[config.mk]
export PLATFORM = sky130hd
export DESIGN_NAME = demux_stream_1ton
export DESIGN_NICKNAME = d
export VERILOG_FILES = /design/src/rtl/demux_pkg.sv /design/src/rtl/demux_slot.sv /design/src/rtl/demux_stream_1ton.sv
export SDC_FILE = /design/constraint.sdc
export NUM_CORES = 1
export LEC_CHECK = 0
export CORE_ASPECT_RATIO = 0.6
export CORE_UTILIZATION = 28
export CTS_CLUSTER_SIZE = 14
export DETAILED_ROUTE_END_ITERATION = 7
export HOLD_SLACK_MARGIN = 0.12
export PLACE_DENSITY = 0.56
export REMOVE_ABC_BUFFERS = 1
export SLEW_MARGIN = 20
export SYNTH_ARGS = -nofsm -noshare
export SYNTH_HDL_FRONTEND = slang
export SYNTH_HIERARCHICAL = 1
export SYNTH_SLANG_ARGS = --single-unit
[constraint.sdc]
create_clock -name clk -period 2.3 [get_ports clk]
set_input_delay 0.46 -clock clk [delete_from_list [all_inputs] [get_ports clk]]
set_output_delay 0.46 -clock clk [all_outputs]
set_load 0.005 [all_outputs]
[src/rtl/demux_pkg.sv]
// Shared constants for the 1-to-N stream demultiplexer.
// Provides the default geometry (word width, channel count, select width)
// and the drop-counter width and its saturation value.
package demux_pkg;

    localparam int unsigned DEF_WIDTH  = 32;
    localparam int unsigned DEF_N_OUT  = 2;
    localparam int unsigned DEF_SEL_W  = 1;

    localparam int unsigned DROP_CNT_W = 8;
    localparam logic [DROP_CNT_W-1:0] DROP_CNT_MAX = {DROP_CNT_W{1'b1}};

    // Next value of a counter that sticks at DROP_CNT_MAX instead of wrapping.
    function automatic logic [DROP_CNT_W-1:0] sat_inc(input logic [DROP_CNT_W-1:0] cnt);
        logic [DROP_CNT_W-1:0] nxt;
        nxt = cnt;
        if (cnt != DROP_CNT_MAX) begin
            nxt = cnt + DROP_CNT_W'(1);
        end
        return nxt;
    endfunction

endpackage

[src/rtl/demux_slot.sv]
// One-entry holding register for a single output channel.
// Ports:
//   clk, rst_n  - clock, asynchronous active-low reset
//   load        - write load_data into the slot at the next edge
//   load_data   - word to store
//   drain       - consumer takes the held word this cycle
//   valid       - slot is FULL
//   data        - held word (keeps its last value after draining)
module demux_slot
    import demux_pkg::*;
#(
    parameter int unsigned WIDTH = DEF_WIDTH
) (
    input  logic             clk,
    input  logic             rst_n,
    input  logic             load,
    input  logic [WIDTH-1:0] load_data,
    input  logic             drain,
    output logic             valid,
    output logic [WIDTH-1:0] data
);

    logic             valid_q;
    logic             valid_d;
    logic [WIDTH-1:0] data_q;
    logic [WIDTH-1:0] data_d;

    // A load wins over a drain, so a simultaneous drain+load keeps the slot FULL.
    always_comb begin
        valid_d = valid_q;
        data_d  = data_q;
        if (load) begin
            valid_d = 1'b1;
            data_d  = load_data;
        end else if (valid_q && drain) begin
            valid_d = 1'b0;
        end
    end

    always_ff @(posedge clk or negedge rst_n) begin
        if (!rst_n) begin
            valid_q <= 1'b0;
            data_q  <= '0;
        end else begin
            valid_q <= valid_d;
            data_q  <= data_d;
        end
    end

    assign valid = valid_q;
    assign data  = data_q;

endmodule

[src/rtl/demux_stream_1ton.sv]
// Registered 1-to-N stream demultiplexer with valid/ready handshake.
// Each channel owns a one-entry slot so a stalled consumer only blocks
// words aimed at its own channel. Words whose select is out of range are
// accepted and dropped, producing a one-cycle pulse and a saturating count.
// Ports:
//   clk, rst_n   - clock, asynchronous active-low reset
//   in_valid     - input word present
//   in_ready     - combinational: the word would be accepted this cycle
//   in_data      - input word
//   in_sel       - destination channel index
//   out_valid[i] - channel i holds a word
//   out_ready[i] - consumer i takes its word this cycle
//   out_data     - channel i at bits [i*WIDTH +: WIDTH]
//   drop_pulse   - one cycle after an out-of-range word is dropped
//   drop_count   - saturating number of dropped words
module demux_stream_1ton
    import demux_pkg::*;
#(
    parameter int unsigned WIDTH = DEF_WIDTH,
    parameter int unsigned N_OUT = DEF_N_OUT,
    parameter int unsigned SEL_W = DEF_SEL_W
) (
    input  logic                   clk,
    input  logic                   rst_n,
    input  logic                   in_valid,
    output logic                   in_ready,
    input  logic [WIDTH-1:0]       in_data,
    input  logic [SEL_W-1:0]       in_sel,
    output logic [N_OUT-1:0]       out_valid,
    input  logic [N_OUT-1:0]       out_ready,
    output logic [N_OUT*WIDTH-1:0] out_data,
    output logic                   drop_pulse,
    output logic [DROP_CNT_W-1:0]  drop_count
);

    logic                  sel_in_range_c;
    logic                  sel_ready_c;
    logic                  accept_c;
    logic                  drop_c;
    logic [N_OUT-1:0]      load_c;

    logic                  drop_pulse_q;
    logic                  drop_pulse_d;
    logic [DROP_CNT_W-1:0] drop_count_q;
    logic [DROP_CNT_W-1:0] drop_count_d;

    // Select decode and ready of the addressed slot; a loop keeps the
    // index compare free of out-of-range part selects for any SEL_W.
    always_comb begin
        sel_in_range_c = 1'b0;
        sel_ready_c    = 1'b0;
        for (int unsigned i = 0; i < N_OUT; i++) begin
            if (32'(in_sel) == i) begin
                sel_in_range_c = 1'b1;
                sel_ready_c    = !out_valid[i] || out_ready[i];
            end
        end
    end

    // Ready never looks at in_valid; dropped selects are always taken.
    always_comb begin
        in_ready = 1'b1;
        if (sel_in_range_c) begin
            in_ready = sel_ready_c;
        end
    end

    always_comb begin
        accept_c = in_valid && in_ready;
        drop_c   = accept_c && !sel_in_range_c;
    end

    // One-hot load strobe: at most one slot is written per cycle.
    always_comb begin
        load_c = '0;
        for (int unsigned i = 0; i < N_OUT; i++) begin
            if (accept_c && (32'(in_sel) == i)) begin
                load_c[i] = 1'b1;
            end
        end
    end

    for (genvar g = 0; g < N_OUT; g++) begin : g_slot
        demux_slot #(
            .WIDTH (WIDTH)
        ) u_slot (
            .clk       (clk),
            .rst_n     (rst_n),
            .load      (load_c[g]),
            .load_data (in_data),
            .drain     (out_ready[g]),
            .valid     (out_valid[g]),
            .data      (out_data[g*WIDTH +: WIDTH])
        );
    end

    // Drop reporting: pulse follows the accept by one cycle, count saturates.
    always_comb begin
        drop_pulse_d = drop_c;
        drop_count_d = drop_count_q;
        if (drop_c) begin
            drop_count_d = sat_inc(drop_count_q);
        end
    end

    always_ff @(posedge clk or negedge rst_n) begin
        if (!rst_n) begin
            drop_pulse_q <= 1'b0;
            drop_count_q <= '0;
        end else begin
            drop_pulse_q <= drop_pulse_d;
            drop_count_q <= drop_count_d;
        end
    end

    assign drop_pulse = drop_pulse_q;
    assign drop_count = drop_count_q;

endmodule

==> images/by_instance.png <==
Other cells in gray.
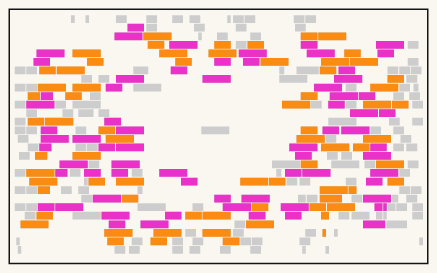
color	instance	cells	where
magenta	g_slot[0].u_slot	68	widely spread
orange	g_slot[1].u_slot	69	widely spread
not colored	137

==> images/placement.png <==
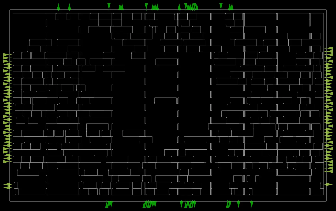
fill count: 886
Core Area: 9910 um2
non-filler cells, final: 409
registers: 66
tap cells: 135

==> images/power_grid.png <==
Pins as bars on the die edge. Tap cells in gray.
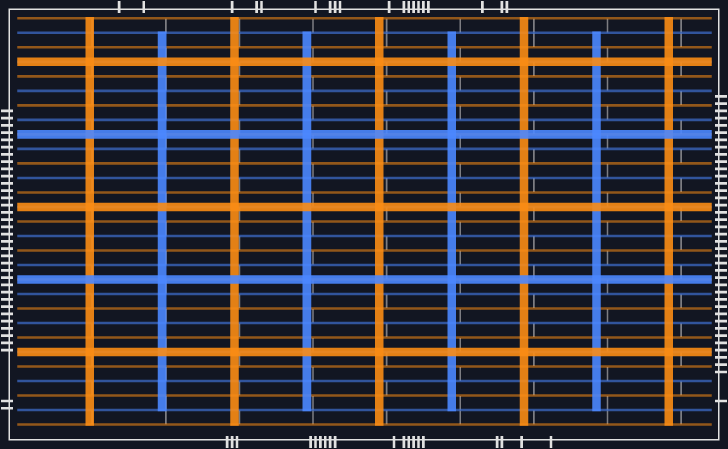
color	net
blue	VDD
orange	VSS
met4 straps	9
signal pins	114
met5 straps	5
tap cells	135
Die X: 133 um
VDD IR max: 438 uV
die height: 80.4 um

power groups by stage:
| stage | clock network (W) | registers (W) | logic (W) |
|---|---|---|---|
| after global placement | 0 | 0.00151 | 0.000966 |
| after global routing | 0.00134 | 0.00153 | 0.00103 |
| after CTS | 0.00129 | 0.00150 | 0.000975 |
| after floorplan | 0 | 0.00152 | 0.000362 |
| after detailed placement | 0 | 0.00151 | 0.000969 |
| final | 0.00124 | 0.00150 | 0.000964 |
critical path, cell delays in order:
cell and delay, ns:
clkdlybuf4s50_1 0.57, nor3b_1 0.08, a31oi_1 0.15, clkdlybuf4s50_1 0.52
routing by layer:
metal | routed length, um | share of wire [%] | vias up
li1 | - | - | 753
met1 | 3110 | 51 | 817
met2 | 2150 | 35 | 92
met3 | 800 | 13 | 9
met4 | 77 | 1.3 | 0
met5 | 0 | 0 | -
flip-flops by register name, indices dropped and copies added, names as in the netlist:
name,count
g_slot.u_slot/valid,2
g_slot.u_slot/data,64
cell type report:
type | instances | area [um2]
sequential | 66 | 1650
clock inverter | 3 | 15.0
clock buffer | 12 | 256
fill | 886 | 5650
multi-input combinational | 81 | 1050
inverter | 3 | 11.3
tap | 135 | 169
timing repair buffer | 109 | 1110
path summary, 6_finish.rpt:
| check | start | endpoint | slack, ns |
|---|---|---|---|
| worst min register to register | g_slot[1].u_slot/data[3]$_DFFE_PN0P_ | g_slot[1].u_slot/data[3]$_DFFE_PN0P_ | 0.51 |
| worst max register to register | g_slot[0].u_slot/valid$_DFFE_PN0P_ | g_slot[0].u_slot/data[30]$_DFFE_PN0P_ | 0.73 |
| worst min-delay path | rst_n | g_slot[1].u_slot/data[21]$_DFFE_PN0P_ | 0.12 |
| min in group clk | g_slot[1].u_slot/data[3]$_DFFE_PN0P_ | g_slot[1].u_slot/data[3]$_DFFE_PN0P_ | 0.51 |
| worst max-delay path | in_sel | in_ready | 0.07 |
| max in group asynchronous | rst_n | g_slot[0].u_slot/data[11]$_DFFE_PN0P_ | 1.57 |
cell usage in the layout (no fill, tap or decap):
cell             instances
clkbuf_16                9
mux2_4                  58
nor2b_1                  1
buf_12                   3
dfrtp_1                 66
buf_4                    2
buf_2                    1
nor3b_1                  1
clkbuf_8                 2
inv_1                    3
clkinv_2                 3
nor3b_4                  1
clkbuf_1                 1
a21oi_4                  1
a31oi_1                  1
mux2_2                   6
clkdlybuf4s50_1        103
conb_1                   9
a21o_1                   2
nand2_1                  1
through the flow:
step / power (W) / area, um2 / hold slack [ns] / util (%) / cells
CTS: 0.00376 / 4260 / 0.130 / 43.0 / 409
global route: 0.00390 / 4260 / 0.155 / 43.0 / 409
global placement: 0.00248 / 3990 / 0.489 / 40.2 / 394
floorplan: 0.00188 / 2690 / 0.164 / - / 150
finish: 0.00370 / 4260 / 0.119 / 43.0 / 409
detailed placement: 0.00248 / 3990 / 0.485 / 40.2 / 394
logic make-up after synthesis:
family          Yosys count  share of synthesized area, %
compound gates            4                         0.915
buf+inv                  20                          7.71
other cells               1                         0.131
simple gates              4                          1.05
flops                    66                          57.5
mux                      64                          32.7
==> impl_metrics.ini <==
; physical design summary
[sta]
min_period_over_period_pct = 97.1
min_period_ns = 2.23
fmax_mhz = 448
worst_slew_pin_slew_ns = 0.546
setup_tns_ns = 0
setup_ws_ns = 0.0656
slew_headroom_pct = 63.6
setup_viol = 0
worst_clock_skew_ns = 0.00236
finalMaxSlewViolations = 0
hold_violations = 0
rsz0062_at_grt = no

[yosys]
ys_seq_share_pct = 57.5
yosys-stat-area_um2 = 2870
most_common_cell = dfrtp_1
top_area_share_pct = 57.5
common_cells = 66 x dfrtp_1, 58 x mux2_4, 9 x buf_4
avgSynthCellArea_um2 = 18.1
synthArstFlopShare_pct = 100
yosysWarnings = 6
area_leaders = dfrtp_1 58%, mux2_4 30%, buf_12 4.2%
largest_area_cell = dfrtp_1
yosys-stat-cells = 159
flop_cell = dfrtp_1
ys.flops = 66
netlist_area_um2 = 2870
edf_count = 0
postSynthCellCount = 159
ys_types = 15

[cells_and_area]
area_growth_syn_to_layout_pct = 48.4
num_antenna_cells = 0
nets = 308
drive_gt1_share_pct = 31.4

[clocking]
cts-root-buf = clkbuf_16
post_cts_resized = 0
clkSlewWorstSetupHoldPaths_ns = 0.05
clk-insertion-delay-late_ns = 0.32
cts_num_sinks = 66
cts.path.max_buffers = 2
hold_buffers = 0
cts_buffers = 9
cts_tree = built
postCtsSetupRepairBufs = 0
cts_max_level = 3

[grt]
grtUsageTotal_pct = 12.4
grt_pass1_vias = 1761
gr-usage-met2_pct = 14.7
grt_use_met1_pct = 17.2
grt_max_degree = 34
antenna_found_initial = 0
grt_pass1_wl_um = 9800
grt-busiest-layer = met1
grt-ovfl-total = 0
grt_use_met3_pct = 8.02

[floorplanning]
core_util_floorplan_pct = 29.0
chipArea_um2 = 10700
core.rowCount = 28
io_pins = 114

[setup_path]
critPathCaptureType = output pin
critical_path_class = in2out
crit_arrival_ns = 1.77
start_kind = input port
reg2regPathDepth = 4
cp.required_ns = 1.84
crit_path_max_fanout = 4

[place]
dp_hpwl_um = 4160
place_congestion = 0.706
pre_cts_slack_ns = 0.0554
portBuffers = 104

[routing]
vias = 1671
vias_per_cell = 4.09
drcViolationCount = 0
routedWlPerCell_um = 15.0
drt-total-wl_um = 6130
drt_iter0_markers = 34
first_pass_iters = 4
ant_nets = 0

[power]
p_clk_share_pct = 33.4
switching_share_pct = 23.0
p_sw_w = 0.000850
p_comb_share_pct = 26.0
p_int_w = 0.00285
seqPwrFrac_pct = 40.6
power.static_leakage_nw = 1.88
p_per_area_nw_per_um2 = 869

[min_path]
worstHoldPathType = in2async

[job]
cap_violations = 0
warning_count = 25

[status]
status = completed
No activity file was given, so power comes from the tool's default toggle rates.
